File: src/rtl/output_stage.sv
// Output stage of the SHAKE core. It holds one rate block from the permute stage
// in a single-entry buffer and drains it as W-bit words under valid/ready.
// It also owns the output_buffer_available flag and marks the final hash word.
module output_stage #(
  parameter int W = 64
) (
  input  logic          clk,
  input  logic          rst,
  input  logic [1343:0] rate_input,
  input  logic [1:0]    operation_mode_in,
  input  logic [31:0]   output_size_in,
  input  logic          output_buffer_we,
  input  logic          last_output_block_wr,
  input  logic          output_buffer_available_clr,
  output logic          output_buffer_available,
  output logic [W-1:0]  dout,
  output logic          dout_valid,
  input  logic          dout_ready,
  output logic          dout_last
);

  localparam int RATE_SHAKE128 = 1344;
  localparam int RATE_SHAKE256 = 1088;
  localparam int LOG_W         = $clog2(W);
  localparam int CNT_W         = $clog2(RATE_SHAKE128 / W + 1);

  typedef enum logic {
    EMPTY = 1'b0,
    DRAIN = 1'b1
  } state_t;

  // Words to emit for one block: ceil(size/W) capped at the rate in words.
  // The 33-bit sum keeps size = 2^32-1 from wrapping.
  function automatic logic [CNT_W-1:0] block_words(input logic [31:0] size,
                                                   input logic        shake256);
    logic [32:0] need;
    logic [32:0] cap;
    need = ({1'b0, size} + 33'(W - 1)) >> LOG_W;
    cap  = shake256 ? 33'(RATE_SHAKE256 / W) : 33'(RATE_SHAKE128 / W);
    if (need > cap) need = cap;
    return need[CNT_W-1:0];
  endfunction

  state_t                state;
  state_t                state_nxt;
  logic [RATE_SHAKE128-1:0] shreg;
  logic [CNT_W-1:0]      words_left;
  logic                  last_q;
  logic                  avail_q;
  logic                  drop_q;

  logic load;
  logic drop;
  logic hs;
  logic final_hs;

  // Mode bit 1 carries no meaning for this stage.
  logic unused_mode;
  assign unused_mode = operation_mode_in[1];

  // A write is honoured only while empty; a zero-size write is dropped.
  assign load     = (state == EMPTY) && output_buffer_we && (output_size_in != 32'd0);
  assign drop     = (state == EMPTY) && output_buffer_we && (output_size_in == 32'd0);
  assign hs       = dout_valid && dout_ready;
  assign final_hs = hs && (words_left == CNT_W'(1));

  assign dout_valid              = (state == DRAIN);
  assign dout                    = dout_valid ? shreg[W-1:0] : '0;
  assign dout_last               = last_q && (words_left == CNT_W'(1)) && dout_valid;
  assign output_buffer_available = avail_q;

  // Next-state logic: fill on write, empty on the last handshake.
  always_comb begin
    state_nxt = state;
    case (state)
      EMPTY:   if (load)     state_nxt = DRAIN;
      DRAIN:   if (final_hs) state_nxt = EMPTY;
      default: state_nxt = EMPTY;
    endcase
  end

  // State register.
  always_ff @(posedge clk) begin
    if (rst) state <= EMPTY;
    else     state <= state_nxt;
  end

  // Control registers: word counter, last-block marker and available flag.
  // A dropped zero-size block re-arms the flag one cycle after its write.
  always_ff @(posedge clk) begin
    if (rst) begin
      words_left <= '0;
      last_q     <= 1'b0;
      avail_q    <= 1'b1;
      drop_q     <= 1'b0;
    end else begin
      drop_q <= drop;
      if (load) begin
        words_left <= block_words(output_size_in, operation_mode_in[0]);
        last_q     <= last_output_block_wr;
      end else if (hs) begin
        words_left <= words_left - CNT_W'(1);
      end
      if (output_buffer_available_clr) avail_q <= 1'b0;
      else if (final_hs || drop_q)     avail_q <= 1'b1;
    end
  end

  // Data shift register: load the block, shift one word out per handshake.
  always_ff @(posedge clk) begin
    if (load)    shreg <= rate_input;
    else if (hs) shreg <= shreg >> W;
  end

endmodule

File: config.mk
export PLATFORM = sky130hd
export DESIGN_NAME = output_stage
export DESIGN_NICKNAME = d
export VERILOG_FILES = /design/src/rtl/output_stage.sv
export SDC_FILE = /design/constraint.sdc
export NUM_CORES = 2
export LEC_CHECK = 0
export ABC_AREA = 0
export CAP_MARGIN = 20
export CORE_AREA = 2 2 562 564
export DETAILED_ROUTE_END_ITERATION = 7
export DIE_AREA = 0 0 564 566
export HOLD_SLACK_MARGIN = 0.05
export SETUP_SLACK_MARGIN = 0.15
export SLEW_MARGIN = 20
export SYNTH_ARGS = -nofsm -noshare
export SYNTH_HDL_FRONTEND = slang
export SYNTH_SLANG_ARGS = --single-unit
File: constraint.sdc
create_clock -name clk -period 28.3 [get_ports clk]
set_input_delay 8.49 -clock clk [delete_from_list [all_inputs] [get_ports clk]]
set_output_delay 8.49 -clock clk [all_outputs]
set_load 0.005 [all_outputs]
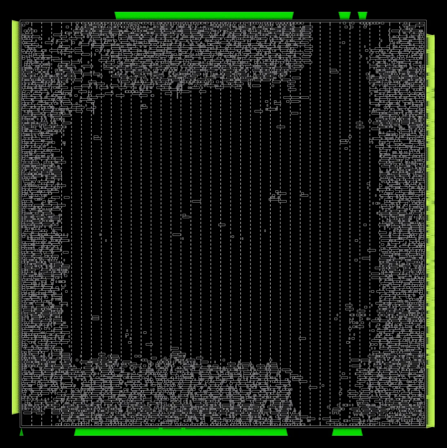
**Above:** placement view.
fraction of the core area covered by cells at the end of the flow: 0.262
core area: 313000 um2
number of placement rows: 206
number of fill cells in the layout: 33300
number of well taps: 4160

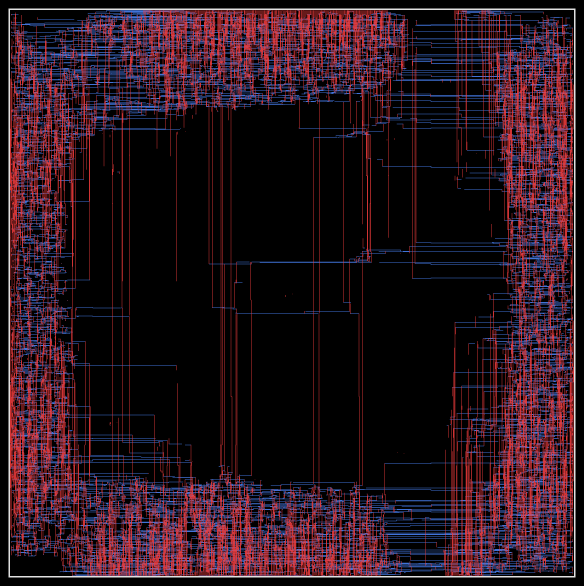
**Above:** wiring by layer.
(1 px per um) Two of the layers only.
M1: marked blue, wire length 89.7 mm. M2: marked red, wire length 113 mm.
wirelength, routed: 234 mm
post-DR wirelength/cell: 20.4 um
vias after detailed routing: 44200

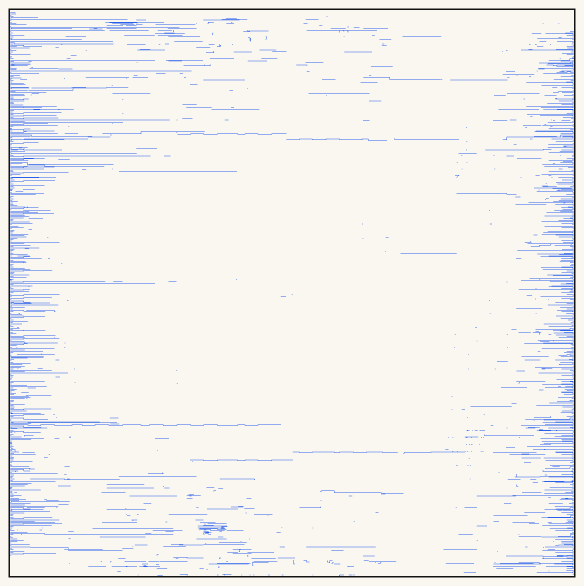
**Above:** met3 routing.
(1 px per um)
The layer carries 20.9 mm of wire. The layer holds 8.9% of the routed length. The wires run mostly horizontal. The longest straight run is 181 um.
grt met3 use: 0.0459

==> run summary <==
The full implementation flow was run.

The run finished with clean final reports. The clock-pin transition on the worst setup and hold timing paths stands at 0.06 ns. The clock tree buffer count of the final layout stands at approximately 210.

STA reports a reg2reg setup slack of around 22 ns. The sum of buffers and inverters on the critical path stands at 7. The total count of hold-check failures in the final report stands at 0.

Among cell families on the critical path, the largest total delay comes from buffers and inverters. The post-synthesis cell count from yosys stands at 5760. The chip area line of the yosys report stands at 57900 um2. The remaining number of nets flagged by the antenna check after routing stands at 0.

The number of OpenROAD warnings stands at about 69. Counting I/O delays and the setup requirement, the final critical path takes between 10 and 15 ns. The area overhead of the layout relative to synthesis stands at 41.8%. The chip footprint stands at roughly 320000 um2. The number of nets at floorplan stands at just over 7000. The fraction of final layout cells sized beyond drive strength 1 stands at 0.0377. STA classifies the critical path startpoint as an input pin. For the worst setup path, the data arrival time is around 15 ns. The detailed router finished its first iteration with 3707 violations.

The total of hold buffers inserted after clock tree synthesis stands at 0. The maximum achievable frequency stands at 70.9 MHz. Per the summary, power density relative to cell area is around 65 nW/um2. The worst-case vdd ir drop stands at 0.0535 mV.

The logic area stands at ~16000 um2. Per the post-synthesis stats, the area per cell is ~10 um2. Leaving out the clock tree, the finished layout contains a buffer count of 1497. The synthesis stat section lists a flop and latch total of 1353.

The area taken by sequential standard cells is reported as 40500 um2. Measured on the final layout, buffering overhead outside the clock network stands at 0.183. Clock tree synthesis selected as its root buffer the cell sky130_fd_sc_hd__clkbuf_16. The fraction of cell area in sequential cells is reported as 0.493. The share of the yosys chip area belonging to registers stands at 0.700.

The report lists the cells along the critical path as clkdlybuf4s50_1 > nor2_1 > nand2_1 > o31a_2 > buf_4 > buf_12 > buf_4 > buf_4 > buf_4 > buf_4 > nand2_1 > nand2_1. Setup repair after global routing left no endpoint under its margin. Following the worst setup path forward leads to its endpoint at shreg[111]. The post-synthesis async set-or-reset flop share stands at 0. The number of buffers on the longest clock path stands at 4. Measured in cells, the most critical reg-to-reg path has a length of 10.

Entering global routing, the biggest net connects around 210 pins. The transition time recorded at the tightest slew-check pin is between 1 and 1.5 ns. At the floorplan stage, the core utilization is reported as 0.185. At the end of routability-driven placement, the weighted congestion stood at about 0.88.

By instance count, the cell type seen most on the critical path is sky130_fd_sc_hd__buf_4. Yosys attributes the largest share of cell area to sky130_fd_sc_hd__edfxtp_1 70%, sky130_fd_sc_hd__nand2_1 25%, sky130_fd_sc_hd__clkbuf_1 1.4%. Yosys instantiated no cell more often than sky130_fd_sc_hd__nand2_1. The cell area that synthesis handed to floorplanning was about 58000 um2. The synthesized design spends more area on one cell type than any other, namely sky130_fd_sc_hd__edfxtp_1. The critical path is of the in2reg type. The final power report lists total power as around 5.4 mW.

The number of design rule violations left after detail routing stands at 0. Across all hold checks on the routed design, the worst slack comes to ~0.48 ns. The CTS report gives the tree buffer count as 163.

The iteration count recorded for the first detailed-route pass is 6. The worst setup path is captured at a flop. The sequential cell count stands at roughly 1400.

The later-pin clock latency in the skew report stands at 0.80 ns. In the final design, more cell area goes to flip-flops and latches than to any other class. The number of antenna violations at the first check in global routing is approximately 110.

Per the post-synthesis report, the number of cells in the design is ~5800. The maximum cell stage delay along the critical path stands at ~0.84 ns. Checking hold timing, the worst path is listed with class reg2reg. According to the floorplan report, the die width is roughly 560 um.

The quantity of gates resized following cts stands at 0. As logged by OpenROAD, the buffers inserted on ports number roughly 1400. The non-clock inverters instantiated in the layout total 4. The H-tree was split into 4 levels. The floorplan report gives the top-level pin count as between 1000 and 1500.

After global routing the overflow that remains totals 0. The data required time of the critical path stands at between 20 and 30 ns. The distinct cell type count after synthesis stands at roughly 58. The count of endpoints failing setup in the final report stands at 0.

The multi-input gate count stands at just over 4000. The total clock sinks stands at about 1400. In this run the number of cells on the critical path is 12.

The post-CTS setup buffer count stands at 0. The repair_antennas step left the layout with diodes totalling between 70 and 80. According to the timing report, the critical path is launched from output_size_in[1]. The slew check shows that the tightest pin keeps a relative margin of 0.279. The timing report shows that the slowest cell on the worst path is sky130_fd_sc_hd__buf_4. The clock skew after layout stands at 0.0461 ns. Yosys printed 0 warnings. For this run, the detailed router reports a per-instance via density of approximately 3.9. The global routing usage summed across all routing layers stands at 0.140. The final cycle utilization of the critical path stands at 0.498. The tool flagged a number of max-cap violations equal to 0. At the end of the flow, the number of nets in the layout was 8503. In this run the vertical extent of the chip is between 500 and 600 um. The detailed placer's ending HPWL stands at ~180 mm.
==> sequential cells by signal, summed over array words and instances, names as in the netlist <==
register / count
shreg: 1344
drop_q: 1
words_left: 5
last_q: 1
dout_valid: 1
output_buffer_available: 1
==> kinds of logic (layout without fill, tap and decap cells) <==
logic type / after synthesis / count (layout) / share of synthesized area
multiplexers: 1 / 1 / 0.000194
AND/OR/NAND/NOR: 4040 / 4040 / 0.270
flip-flops: 1353 / 1353 / 0.700
adder cells (fa/ha/maj): 3 / 3 / 0.000648
XOR/XNOR: 9 / 9 / 0.00136
buffers and inverters: 310 / 1790 / 0.0219
AND-OR/OR-AND: 44 / 44 / 0.00568
other: 0 / 74 / 0
==> routing by layer <==
layer,up-vias,GRT usage,wire [um]
met5,-,0,187
met4,30,0.0616,10200
met3,389,0.0459,20900
met2,1780,0.238,113000
met1,20600,0.160,89700
li1,21500,-,-
==> worst min-delay path by stage <==
stage | startpoint | cells past startpoint | slack (ns) | endpoint
6_report | shreg[1232] | 2 | 0.48 | shreg[1168]
5_1_grt | shreg[292] | 2 | 0.50 | shreg[228]
4_1_cts | shreg[1287] | 2 | 0.47 | shreg[1223]
3_5_place_dp | drop_q | 2 | 0.49 | output_buffer_available
3_3_place_gp | drop_q | 2 | 0.46 | output_buffer_available
2_1_floorplan | last_q | 2 | 0.43 | last_q
==> layout by cell type, fill, tap and decap left out, types with 3 or more instances in the layout <==
cell type                         netlist  layout
sky130_fd_sc_hd__edfxtp_1            1344    1344
sky130_fd_sc_hd__nor2_1                 8       8
sky130_fd_sc_hd__inv_1                  4       4
sky130_fd_sc_hd__clkdlybuf4s50_1        0    1449
sky130_fd_sc_hd__dfxtp_1                9       8
sky130_fd_sc_hd__clkbuf_1             222      49
sky130_fd_sc_hd__and3_1                 6       6
sky130_fd_sc_hd__nor4_1                 4       4
sky130_fd_sc_hd__clkbuf_16              0     165
sky130_fd_sc_hd__xnor2_1                7       7
sky130_fd_sc_hd__clkinv_16              0       6
sky130_fd_sc_hd__diode_2                0      74
sky130_fd_sc_hd__nor3_1                10      10
sky130_fd_sc_hd__nand3_1                3       3
sky130_fd_sc_hd__and2_1               131     131
sky130_fd_sc_hd__nand4_1                6       6
sky130_fd_sc_hd__bufinv_16              0       8
sky130_fd_sc_hd__nand2_1             3854    3854
sky130_fd_sc_hd__a21oi_1                9       8
sky130_fd_sc_hd__buf_4                  2      37
sky130_fd_sc_hd__inv_6                  0       5
sky130_fd_sc_hd__buf_12                 0      11
sky130_fd_sc_hd__ha_1                   3       3
sky130_fd_sc_hd__clkinv_1               0      31
sky130_fd_sc_hd__clkinv_2               0      18
sky130_fd_sc_hd__o21ai_0                7       7
==> metrics by stage <==
stage / cells / util / worst slack [ns] / cell area [um2]
floorplan: 5760 / - / 2.15 / 57900
global placement: 11100 / 0.245 / 13.40 / 76900
detailed placement: 11100 / 0.245 / 13.42 / 76900
CTS: 11400 / 0.261 / 14.32 / 81900
global route: 11400 / 0.262 / 13.81 / 82100
finish: 11500 / 0.262 / 14.21 / 82100
==> where the power goes <==
part           internal, mW  switching, mW
registers              2.53         0.0866
logic                 0.301          0.422
clock network          1.16          0.886
total                  3.98           1.39
Power and IR drop assume default switching activity.
